Drive-strength map:
Scale bar: 50 um.
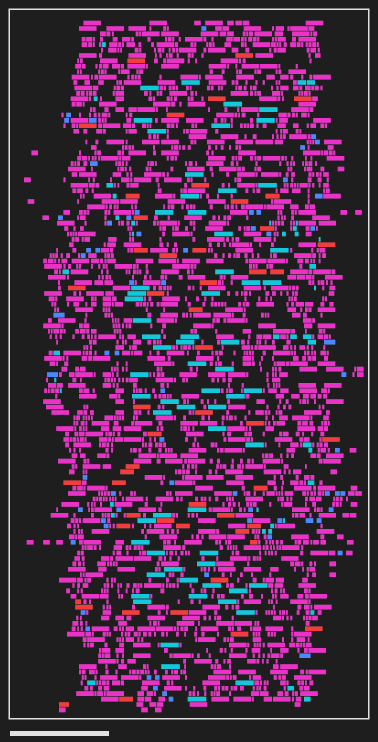
Metal layers overlaid:
Only two layers are drawn.
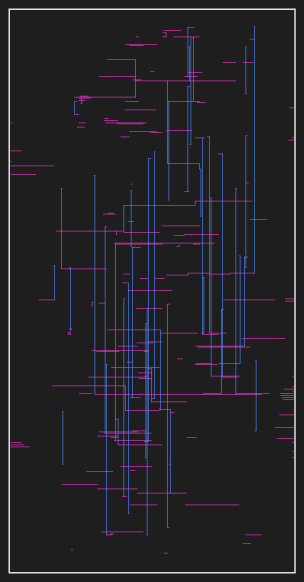
Signal wires on met2:
Cells faint in the background.
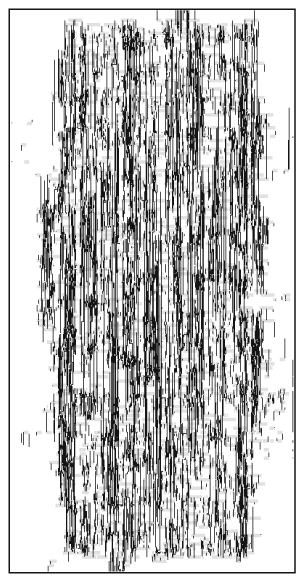
**config.mk**
```make
export PLATFORM = sky130hd
export DESIGN_NAME = heartbeat_multi
export DESIGN_NICKNAME = d
export VERILOG_FILES = /design/src/rtl/heartbeat_pkg.sv /design/src/rtl/heartbeat_chan.sv /design/src/rtl/heartbeat_multi.sv
export SDC_FILE = /design/constraint.sdc
export NUM_CORES = 1
export LEC_CHECK = 0
export ABC_AREA = 1
export ABC_CLOCK_PERIOD_IN_PS = 3100
export CAP_MARGIN = 0
export CORE_ASPECT_RATIO = 2
export CORE_MARGIN = 2
export CORE_UTILIZATION = 35
export CTS_CLUSTER_DIAMETER = 200
export CTS_CLUSTER_SIZE = 16
export DETAILED_ROUTE_END_ITERATION = 16
export PLACE_DENSITY_LB_ADDON = 0.15
export SLEW_MARGIN = 40
export SYNTH_ARGS = -nofsm -noshare
export SYNTH_HDL_FRONTEND = slang
export SYNTH_SLANG_ARGS = --single-unit
```
**constraint.sdc**
```tcl
create_clock -name clk -period 3.1 [get_ports clk]
set_clock_uncertainty 0.2 [all_clocks]
set_input_delay 0.62 -clock clk [delete_from_list [all_inputs] [get_ports clk]]
set_output_delay 0.62 -clock clk [all_outputs]
set_load 0.02 [all_outputs]
```
**src/rtl/heartbeat_pkg.sv**
```systemverilog
// ============================================================================
// Module   : heartbeat_pkg
// Purpose  : Shared mode encodings, phase width and BLINK2 pattern for the
//            heartbeat generator. Honours HEARTBEAT_BLINK2_EN.
// Revision : 1.0 - initial release
// ============================================================================
`default_nettype none

package heartbeat_pkg;

  typedef enum logic [1:0] {
    HB_TOGGLE = 2'b00,
    HB_PULSE  = 2'b01,
    HB_BLINK2 = 2'b10,
    HB_RSVD   = 2'b11
  } hb_mode_e;

  localparam int HB_PHASE_W = 3;

  // Beat is high when the freshly advanced phase is 1 or 3.
  localparam logic [(1 << HB_PHASE_W)-1:0] HB_BLINK2_MASK = 8'b0000_1010;

  // Folds reserved (and, when compiled out, BLINK2) onto TOGGLE so that
  // mode comparisons reflect actual behaviour.
  function automatic hb_mode_e hb_norm_mode(input logic [1:0] raw);
    hb_mode_e m;
    m = HB_TOGGLE;
    if (raw == 2'b01) m = HB_PULSE;
`ifdef HEARTBEAT_BLINK2_EN
    if (raw == 2'b10) m = HB_BLINK2;
`endif
    return m;
  endfunction

endpackage

`default_nettype wire

```
**src/rtl/heartbeat_chan.sv**
```systemverilog
// ============================================================================
// Module   : heartbeat_chan
// Purpose  : One heartbeat channel: programmable divider, shadow/active
//            config and TOGGLE/PULSE/BLINK2 beat (BLINK2 via HEARTBEAT_BLINK2_EN).
// Revision : 1.0 - initial release
// ============================================================================
`default_nettype none

module heartbeat_chan
  import heartbeat_pkg::*;
#(
  parameter int          DIV_W       = 32,
  parameter int unsigned DEFAULT_DIV = 10000000
) (
  input  logic             clk,
  input  logic             reset_n,
  input  logic             enable,
  input  logic             sync_clr,
  input  logic             cfg_we,
  input  logic [DIV_W-1:0] cfg_div,
  input  logic [1:0]       cfg_mode,
  output logic             trigger,
  output logic             beat
);

  localparam logic [DIV_W-1:0] C_DEFAULT_DIV = DIV_W'(DEFAULT_DIV);

  logic [DIV_W-1:0] r_count, r_div, r_sdiv, w_ndiv;
  hb_mode_e         r_mode, r_smode, w_nmode, w_cfg_mode;
  logic             r_pending, r_trigger, r_beat;
  logic             w_wrap, w_bypass, w_load_shadow, w_apply, w_mode_chg;

  always_comb begin
    w_cfg_mode    = hb_norm_mode(cfg_mode);
    // >= keeps a count left above a newly shrunk div from running away.
    w_wrap        = (r_count >= r_div);
    w_bypass      = enable && !sync_clr && w_wrap && cfg_we;
    w_load_shadow = cfg_we && !w_bypass;
    w_apply       = w_bypass || (r_pending && (sync_clr || !enable || w_wrap));
    w_ndiv        = r_div;
    w_nmode       = r_mode;
    if (w_bypass) begin
      w_ndiv  = cfg_div;
      w_nmode = w_cfg_mode;
    end else if (w_apply) begin
      w_ndiv  = r_sdiv;
      w_nmode = r_smode;
    end
    w_mode_chg = w_apply && (w_nmode != r_mode);
  end

  always_ff @(posedge clk or negedge reset_n) begin
    if (!reset_n) begin
      r_div     <= C_DEFAULT_DIV;
      r_mode    <= HB_TOGGLE;
      r_sdiv    <= C_DEFAULT_DIV;
      r_smode   <= HB_TOGGLE;
      r_pending <= 1'b0;
    end else begin
      r_div     <= w_ndiv;
      r_mode    <= w_nmode;
      r_pending <= w_load_shadow || (r_pending && !w_apply);
      if (w_load_shadow) begin
        r_sdiv  <= cfg_div;
        r_smode <= w_cfg_mode;
      end
    end
  end

`ifdef HEARTBEAT_BLINK2_EN
  logic [HB_PHASE_W-1:0] r_phase, w_phase_nx;
  logic                  w_blink_beat;

  assign w_phase_nx   = r_phase + 1'b1;
  assign w_blink_beat = HB_BLINK2_MASK[w_phase_nx];

  always_ff @(posedge clk or negedge reset_n) begin
    if (!reset_n)                                           r_phase <= '0;
    else if (sync_clr || w_mode_chg)                        r_phase <= '0;
    else if (enable && w_wrap && (r_mode == HB_BLINK2))     r_phase <= w_phase_nx;
  end
`endif

  always_ff @(posedge clk or negedge reset_n) begin
    if (!reset_n) begin
      r_count   <= '0;
      r_trigger <= 1'b0;
      r_beat    <= 1'b0;
    end else if (sync_clr) begin
      r_count   <= '0;
      r_trigger <= 1'b0;
      r_beat    <= 1'b0;
    end else if (!enable) begin
      r_trigger <= 1'b0;
      if (w_mode_chg || (r_mode == HB_PULSE)) r_beat <= 1'b0;
    end else if (w_wrap) begin
      r_count   <= '0;
      r_trigger <= 1'b1;
      if (w_mode_chg) begin
        r_beat <= 1'b0;
      end else begin
        case (r_mode)
          HB_PULSE:  r_beat <= 1'b1;
`ifdef HEARTBEAT_BLINK2_EN
          HB_BLINK2: r_beat <= w_blink_beat;
`endif
          default:   r_beat <= ~r_beat;
        endcase
      end
    end else begin
      r_count   <= r_count + 1'b1;
      r_trigger <= 1'b0;
      if (r_mode == HB_PULSE) r_beat <= 1'b0;
    end
  end

  assign trigger = r_trigger;
  assign beat    = r_beat;

endmodule

`default_nettype wire

```
**src/rtl/heartbeat_multi.sv**
```systemverilog
// ============================================================================
// Module   : heartbeat_multi
// Purpose  : NUM_CH independent programmable heartbeat/tick channels with
//            shared config port and sync clear. Option: HEARTBEAT_BLINK2_EN.
// Revision : 1.0 - initial release
// ============================================================================
`default_nettype none

module heartbeat_multi
  import heartbeat_pkg::*;
#(
  parameter  int          NUM_CH      = 4,
  parameter  int          DIV_W       = 32,
  parameter  int unsigned DEFAULT_DIV = 10000000,
  localparam int          CH_W        = (NUM_CH > 1) ? $clog2(NUM_CH) : 1
) (
  input  logic              clk,
  input  logic              reset_n,
  input  logic [NUM_CH-1:0] enable,
  input  logic              sync_clr,
  input  logic              cfg_we,
  input  logic [CH_W-1:0]   cfg_ch,
  input  logic [DIV_W-1:0]  cfg_div,
  input  logic [1:0]        cfg_mode,
  output logic [NUM_CH-1:0] trigger,
  output logic [NUM_CH-1:0] beat
);

  // Out-of-range cfg_ch values match no channel, so such writes vanish.
  for (genvar i = 0; i < NUM_CH; i++) begin : g_chan
    logic w_we;
    assign w_we = cfg_we && (cfg_ch == CH_W'(i));

    heartbeat_chan #(
      .DIV_W       (DIV_W),
      .DEFAULT_DIV (DEFAULT_DIV)
    ) u_chan (
      .clk      (clk),
      .reset_n  (reset_n),
      .enable   (enable[i]),
      .sync_clr (sync_clr),
      .cfg_we   (w_we),
      .cfg_div  (cfg_div),
      .cfg_mode (cfg_mode),
      .trigger  (trigger[i]),
      .beat     (beat[i])
    );
  end

endmodule

`default_nettype wire
```
==> out/qor.csv <==
metric,value,unit
status,"complete, no violations",
die_h,356.1,um
critical_path.top_delay_family,simple AND/OR/NAND/NOR gates,
yosys-top-cells-count,"453 x nand2_1, 359 x inv_1, 344 x dfrtp_1",
r2r_cells,17,
topCombFamilyByArea,simple AND/OR/NAND/NOR gates,
r2r_start,g_chan[0].u_chan.r_div[15]$_DFFE_PN1P_,
swShare,0.3378,
slew_viol_final,0,
power.switching,4.905,mW
ys_ff,408,
num-nonclk-inverters,370,
pwr.group.combinational,3.86,mW
ff2ff_setup_slack,0.26,ns
buf_share,0.05485,
ys_warn_count,0,
max_freq,352.7,MHz
dp_slack,0.2126,ns
num-nets-final,2801,
flops,408,
async_flop_share,1.000,
syn_avg_cell_area,8.421,um2
diodes,1,
topCellsByArea,"dfrtp_1 40%, nand2_1 7.8%, dfstp_2 7.8%",
vdd_ir_drop_max,0.4201,mV
yosysUniqueCellTypes,37,
period_needed,2.836,ns
clkPwrFrac,0.258,
hpwl,49690,um
core_area,61660,um2
ctsRootBufferMaster,clkbuf_16,
dieArea,64110,um2
min_to,g_chan[3].u_chan.r_sdiv[3]$_DFFE_PN0P_,
post_cts_buffers,0,
yosysChipArea,21690,um2
syn_area,21690,um2
antenna_found_initial,0,
p_leak,11.08,nW
-- 'drive-strength map' (at the start) --
| color | size | cells | share | most used |
|---|---|---|---|---|
| cyan | drive 2 | 103 | 3.9% | dfstp_2 |
| blue | drive 3 to 4 | 64 | 2.4% | buf_4 |
| red | drive 6 and up | 51 | 1.9% | clkbuf_16 |
| magenta | drive 1 or less | 2429 | 92% | nand2_1 |
area added between synthesis and finish: 12.41%
setup ws final: 0.2643 ns

-- 'metal layers overlaid' (at the start) --
| color | layer | wire length |
|---|---|---|
| blue | met4 | 3500 um |
| magenta | met3 | 2240 um |
wire length per cell: 19.42 um
total track usage: 0.2080
Via Count: 17520
wirelength, routed: 66680 um

-- 'signal wires on met2' (at the start) --
wire length on this layer: 34.7 mm
share of all routed wire: 52%
nets with wire on the layer: 2225
met2 usage: 0.3844

## per-layer routing
layer	track usage	share of wire	vias up
li1	-	-	8586
met1	0.2354	0.39	8508
met2	0.3844	0.52	323
met3	0.02300	0.034	105
met4	0.1055	0.052	0
met5	0	0	-
## through the flow
stage                     area, um2  power, mW  hold WS (ns)  utilization
final                         24390      14.52        0.2823       0.3955
after global routing          24380      15.51        0.3037       0.3955
after CTS                     24370      14.68        0.2879       0.3953
after detailed placement      23540      10.92        0.2685       0.3818
after global placement        23540      10.76        0.2627       0.3818
after floorplan               21690      9.410        0.1244            -
## timing repair
item | in CTS | in global routing
resized | 0 | 3
endpoints found under the setup margin | 0 | 27
hold buffers | 1 | 0
hold endpoints to repair | 27 | 0
No activity file was given, so power comes from the tool's default toggle rates.
